### config.mk
export PLATFORM = sky130hd
export DESIGN_NAME = psub_seq_flat
export DESIGN_NICKNAME = d
export VERILOG_FILES = /design/src/rtl/psub_seq_if.sv /design/src/rtl/psub_seq.sv /design/src/flat_wrapper.sv
export SDC_FILE = /design/constraint.sdc
export NUM_CORES = 1
export LEC_CHECK = 0
export CAP_MARGIN = 20
export CORE_MARGIN = 3
export CORE_UTILIZATION = 58
export DETAILED_ROUTE_END_ITERATION = 12
export HOLD_SLACK_MARGIN = 0.08
export PLACE_DENSITY = 0.85
export REMOVE_ABC_BUFFERS = 1
export SLEW_MARGIN = 20
export SYNTH_ARGS = -nofsm -noshare
export SYNTH_HDL_FRONTEND = slang
export SYNTH_SLANG_ARGS = --single-unit
### constraint.sdc
create_clock -name clk -period 9.35 [get_ports clk]
set_clock_uncertainty 0.05 [all_clocks]
set_input_delay 2.805 -clock clk [delete_from_list [all_inputs] [get_ports clk]]
set_output_delay 2.805 -clock clk [all_outputs]
set_load 0.02 [all_outputs]
### src/rtl/psub_seq_if.sv
// Handshake and operand/result bundle for the sequential packed sub-word subtractor.
// master drives the request side; slave is the functional unit.
interface psub_seq_if;
  logic        start;
  logic [15:0] A;
  logic [15:0] B;
  logic        busy;
  logic        done;
  logic [15:0] Diff;
  logic [3:0]  Lane_ovfl;
  logic        Error;

  modport master (
    output start, A, B,
    input  busy, done, Diff, Lane_ovfl, Error
  );

  modport slave (
    input  start, A, B,
    output busy, done, Diff, Lane_ovfl, Error
  );
endinterface

### src/rtl/psub_seq.sv
// Sequential packed sub-word subtractor: four signed 4-bit lanes of A - B,
// one lane per cycle through a shared 4-bit datapath, optional saturation.
module psub_seq #(
  parameter bit SATURATE = 1'b1
) (
  input logic   clk,
  input logic   rst,
  psub_seq_if.slave bus
);

  typedef enum logic [1:0] {StIdle, StRun, StDone} state_e;

  state_e      r_state;
  state_e      w_state_next;

  logic [15:0] r_op_a;
  logic [15:0] r_op_b;
  logic [15:0] r_work;
  logic [3:0]  r_flags;
  logic [1:0]  r_lane;
  logic [15:0] r_diff;
  logic [3:0]  r_lane_ovfl;
  logic        r_error;

  logic [3:0]  w_a;
  logic [3:0]  w_b;
  logic [3:0]  w_d;
  logic        w_ovf;
  logic [3:0]  w_res;
  logic [15:0] w_work_next;
  logic [3:0]  w_flags_next;
  logic        w_last_lane;

  // Shared lane datapath: subtract as a + ~b + 1, overflow from sign bits only.
  assign w_a   = r_op_a[{r_lane, 2'b00} +: 4];
  assign w_b   = r_op_b[{r_lane, 2'b00} +: 4];
  assign w_d   = w_a + ~w_b + 4'd1;
  assign w_ovf = (w_a[3] ^ w_b[3]) & (w_d[3] ^ w_a[3]);

  always_comb begin
    w_res = w_d;
    if (SATURATE && w_ovf) begin
      w_res = w_a[3] ? 4'h8 : 4'h7;
    end
  end

  always_comb begin
    w_work_next                          = r_work;
    w_work_next[{r_lane, 2'b00} +: 4]    = w_res;
    w_flags_next                         = r_flags;
    w_flags_next[r_lane]                 = w_ovf;
  end

  assign w_last_lane = (r_lane == 2'd3);

  // State register
  always_ff @(posedge clk) begin
    if (rst) begin
      r_state <= StIdle;
    end else begin
      r_state <= w_state_next;
    end
  end

  // Next-state logic
  always_comb begin
    w_state_next = r_state;
    unique case (r_state)
      StIdle:  if (bus.start) w_state_next = StRun;
      StRun:   if (w_last_lane) w_state_next = StDone;
      StDone:  w_state_next = StIdle;
      default: w_state_next = StIdle;
    endcase
  end

  // Outputs decoded from registered state only
  always_comb begin
    bus.busy = 1'b0;
    bus.done = 1'b0;
    unique case (r_state)
      StIdle:  ;
      StRun:   bus.busy = 1'b1;
      StDone: begin
        bus.busy = 1'b1;
        bus.done = 1'b1;
      end
      default: ;
    endcase
  end

  assign bus.Diff      = r_diff;
  assign bus.Lane_ovfl = r_lane_ovfl;
  assign bus.Error     = r_error;

  // Datapath registers; result registers load only on the RUN->DONE edge.
  always_ff @(posedge clk) begin
    if (rst) begin
      r_op_a      <= 16'h0000;
      r_op_b      <= 16'h0000;
      r_work      <= 16'h0000;
      r_flags     <= 4'h0;
      r_lane      <= 2'd0;
      r_diff      <= 16'h0000;
      r_lane_ovfl <= 4'h0;
      r_error     <= 1'b0;
    end else begin
      unique case (r_state)
        StIdle: begin
          if (bus.start) begin
            r_op_a  <= bus.A;
            r_op_b  <= bus.B;
            r_work  <= 16'h0000;
            r_flags <= 4'h0;
            r_lane  <= 2'd0;
          end
        end
        StRun: begin
          r_work  <= w_work_next;
          r_flags <= w_flags_next;
          r_lane  <= r_lane + 2'd1;
          if (w_last_lane) begin
            r_diff      <= w_work_next;
            r_lane_ovfl <= w_flags_next;
            r_error     <= |w_flags_next;
          end
        end
        default: ;
      endcase
    end
  end

endmodule

### src/flat_wrapper.sv
// flat-port wrapper written by rule: the top's interface ports become plain ports
module psub_seq_flat 
#(
  parameter bit SATURATE = 1'b1
)
  (clk, rst, bus_start, bus_A, bus_B, bus_busy, bus_done, bus_Diff, bus_Lane_ovfl, bus_Error);
  psub_seq_if bus_i ();
  input logic clk;
  input logic rst;
  input wire logic [$bits(bus_i.start)-1:0] bus_start;
  input wire logic [$bits(bus_i.A)-1:0] bus_A;
  input wire logic [$bits(bus_i.B)-1:0] bus_B;
  output wire logic [$bits(bus_i.busy)-1:0] bus_busy;
  output wire logic [$bits(bus_i.done)-1:0] bus_done;
  output wire logic [$bits(bus_i.Diff)-1:0] bus_Diff;
  output wire logic [$bits(bus_i.Lane_ovfl)-1:0] bus_Lane_ovfl;
  output wire logic [$bits(bus_i.Error)-1:0] bus_Error;
  assign bus_i.start = bus_start;
  assign bus_i.A = bus_A;
  assign bus_i.B = bus_B;
  assign bus_busy = bus_i.busy;
  assign bus_done = bus_i.done;
  assign bus_Diff = bus_i.Diff;
  assign bus_Lane_ovfl = bus_i.Lane_ovfl;
  assign bus_Error = bus_i.Error;
  psub_seq #(.SATURATE(SATURATE)) u_core (.clk(clk), .rst(rst), .bus(bus_i));
endmodule
Figure 1. Metal layers overlaid.
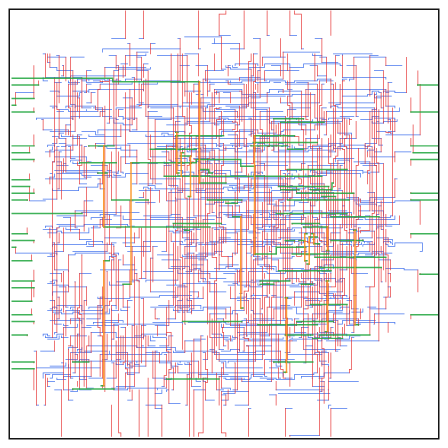
metal 3 -> green  # wire length 655 um
metal 2 -> red  # wire length 4,610 um
metal 4 -> orange  # wire length 212 um
metal 1 -> blue  # wire length 3,690 um
drt total wl: 9.17 mm
DR WL/cell: 16.6 um

Figure 2. Close-up of the layout.
Region (23, 6) to (63, 46) um. Cells in gray, sequential cells in the stronger gray; small squares are vias.
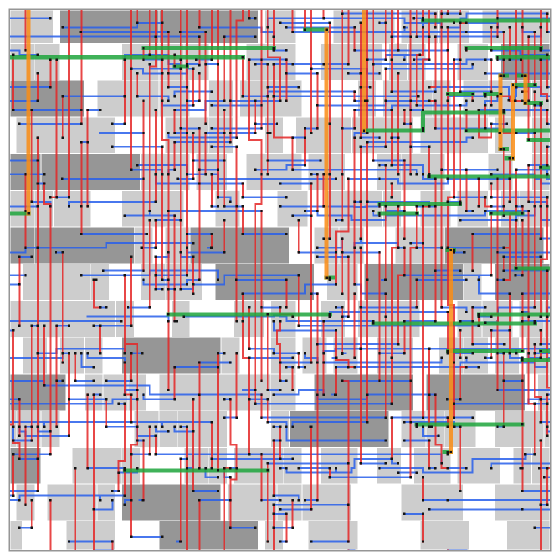
metal 3 -> green
metal 4 -> orange
metal 1 -> blue
metal 2 -> red
cells with their middle in the window = 143
netlist names of flops here include = u_core.r_op_b (7), u_core.bus.Diff (4), u_core.r_work (4)
sequential cells in the window = 17
most frequent = nand2_1 (19), dfxtp_1 (17), a21oi_1 (16)

==> metrics.yaml <==
synthesis:
  syn_area_um2: 3730
  edf_count: 0
  synth-main-ff-cell: "dfxtp_1"
  ys.flops: 76
  yosysUniqueCellTypes: 49
  async_reset_ff_share_pct: 0
  top_area_share_pct: 40.8
clocking:
  cts_resized: 0
  htreeDepth: 3
  cts_tree: "done"
  clockRootBuffer: "clkbuf_8"
detailed_routing:
  wl_met1_mm: 3.69
  firstDrtPassIters: 6
  vias_per_cell: 6.29
  postRouteAntennaNets: 0
  wl_met3_um: 655
global_route:
  antenna_found_initial: 0
  grt-ovfl-total: 0
run_status:
  status: "finished clean"
timing:
  final-setup-viol-count: 0
  tns_ns: 0
  finalHoldViolations: 0
  report.final.slew_viol_count: 0
  period_used_pct: 48.1
  timing.hold.ws_ns: 0.404
floorplan:
  ios: 58
  die_w_um: 86.2
  fp_util_pct: 61.5
  chipArea_um2: 7430
power:
  power_density_nw_per_um2: 166
  p_leak_nw: 1.61
placement:
  placed_area_um2: 4270
  pre_cts_ws_ns: 4.64
critical_path:
  r2r_slack_ns: 5.51
  critical_path_required_ns: 6.50
  criticalPathCategory: "flip-flop to primary output"
  arrival_ns: 1.65
  setup.worst_path.end_class: "primary output"
final_layout:
  fin_area_um2: 4460
  final_util_pct: 73.6
  final_nets: 520
  layout-drive-gt1-share_pct: 7.98
job:
  maxCapViolations: 0
Figure 3. Routed clock nets over the placement.
Bar = 20 um.
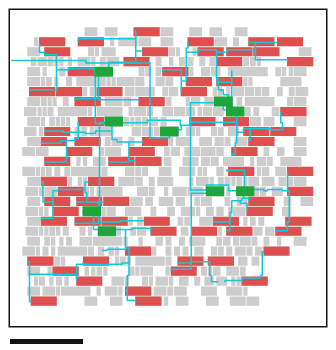
clock wires -> cyan  # length 835 um
clock drivers -> green  # count 9
flip-flops -> red  # count 76
routed clock nets = 10
clock share of power: 33.3%
P_clk: 0.247 mW
clk latency late pin: 0.34 ns

Figure 4. Met3 routing.
Bar = 20 um.
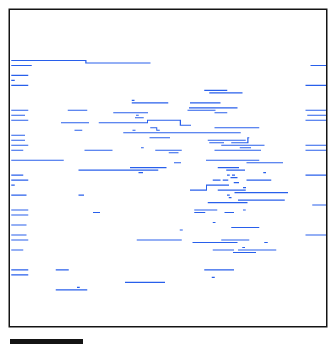
main direction = horizontal
share of all routed wire = 7.1%
met3 usage: 4.47%
Via Count: 3,466

synth_stat cells (5+ instances only):
library cell	count
nand2_1	81
dfxtp_1	76
a21oi_1	62
clkbuf_1	22
o21ai_0	21
inv_1	20
nand3_1	13
ha_1	12
o211ai_1	12
a31oi_1	9
a22o_1	8
mux4_2	7
nor2_1	7
nor3_1	6
a22oi_1	5
and2_1	5
buf_1	5
kinds of logic after synthesis:
group	count (synthesis)	share of synthesized area (%)
compound gates	139	23.9
simple gates	137	18.0
flops	76	40.8
buf+inv	53	5.74
fa+ha+maj	14	5.10
mux	13	6.24
xor+xnor	1	0.235
state kept, by name, indices dropped and copies added (netlist names):
signal,flops
u_core.bus.Diff,16
u_core.r_op_a,16
u_core.r_op_b,16
u_core.r_work,16
u_core.bus.Lane_ovfl,4
u_core.r_flags,3
u_core.r_lane,2
u_core.r_state,2
u_core.bus.Error,1
cell usage in the layout (no fill, tap or decap), types with 9 or more instances in the layout:
| master | instances |
|---|---|
| a21oi_1 | 62 |
| a31oi_1 | 9 |
| clkbuf_8 | 10 |
| clkdlybuf4s50_1 | 56 |
| dfxtp_1 | 76 |
| ha_1 | 12 |
| inv_1 | 20 |
| nand2_1 | 81 |
| nand3_1 | 13 |
| o211ai_1 | 12 |
| o21ai_0 | 21 |
through the flow:
stage,cells,power (mW)
detailed placement,535,0.498
global route,551,0.774
finish,551,0.742
global placement,535,0.493
floorplan,401,0.444
CTS,551,0.739
layer usage:
metal / vias up / global-route usage, %
met5: - / 0
met4: 0 / 10.3
met3: 34 / 4.47
met2: 166 / 44.6
met1: 1646 / 31.6
li1: 1620 / -
report_power, final:
part	switching (mW)	internal [mW]	leakage (nW)	total, mW
combinational	0.0971	0.0562	0.891	0.153
sequential	0.00675	0.335	0.618	0.341
clock	0.116	0.131	0.100	0.247
how the worst min path moves through the flow:
stage                            startpoint           endpoint  cells after the start
after floorplan           u_core.r_op_a[10]  u_core.r_op_a[10]                      2
after global placement     u_core.r_op_b[9]   u_core.r_op_b[9]                      2
after detailed placement  u_core.r_op_a[14]  u_core.r_op_a[14]                      2
after CTS                 u_core.r_op_a[14]  u_core.r_op_a[14]                      2
after global routing       u_core.r_op_b[8]   u_core.r_op_b[8]                      2
final                     u_core.r_op_a[12]  u_core.r_op_a[12]                      2
critical path, cell delays in order, from the launching register on:
cell and delay [ns]:
dfxtp_1 0.36, inv_1 0.08, ha_1 0.28, clkdlybuf4s50_1 0.59
area by class of cell:
cell class,instances,area (um2)
multi-input combinational,304,1990
fill,493,1600
sequential,76,1520
timing repair buffer,59,581
clock buffer,12,145
tap,75,93.8
inverter,21,78.8
clock inverter,4,48.8
Power and IR drop assume default switching activity.
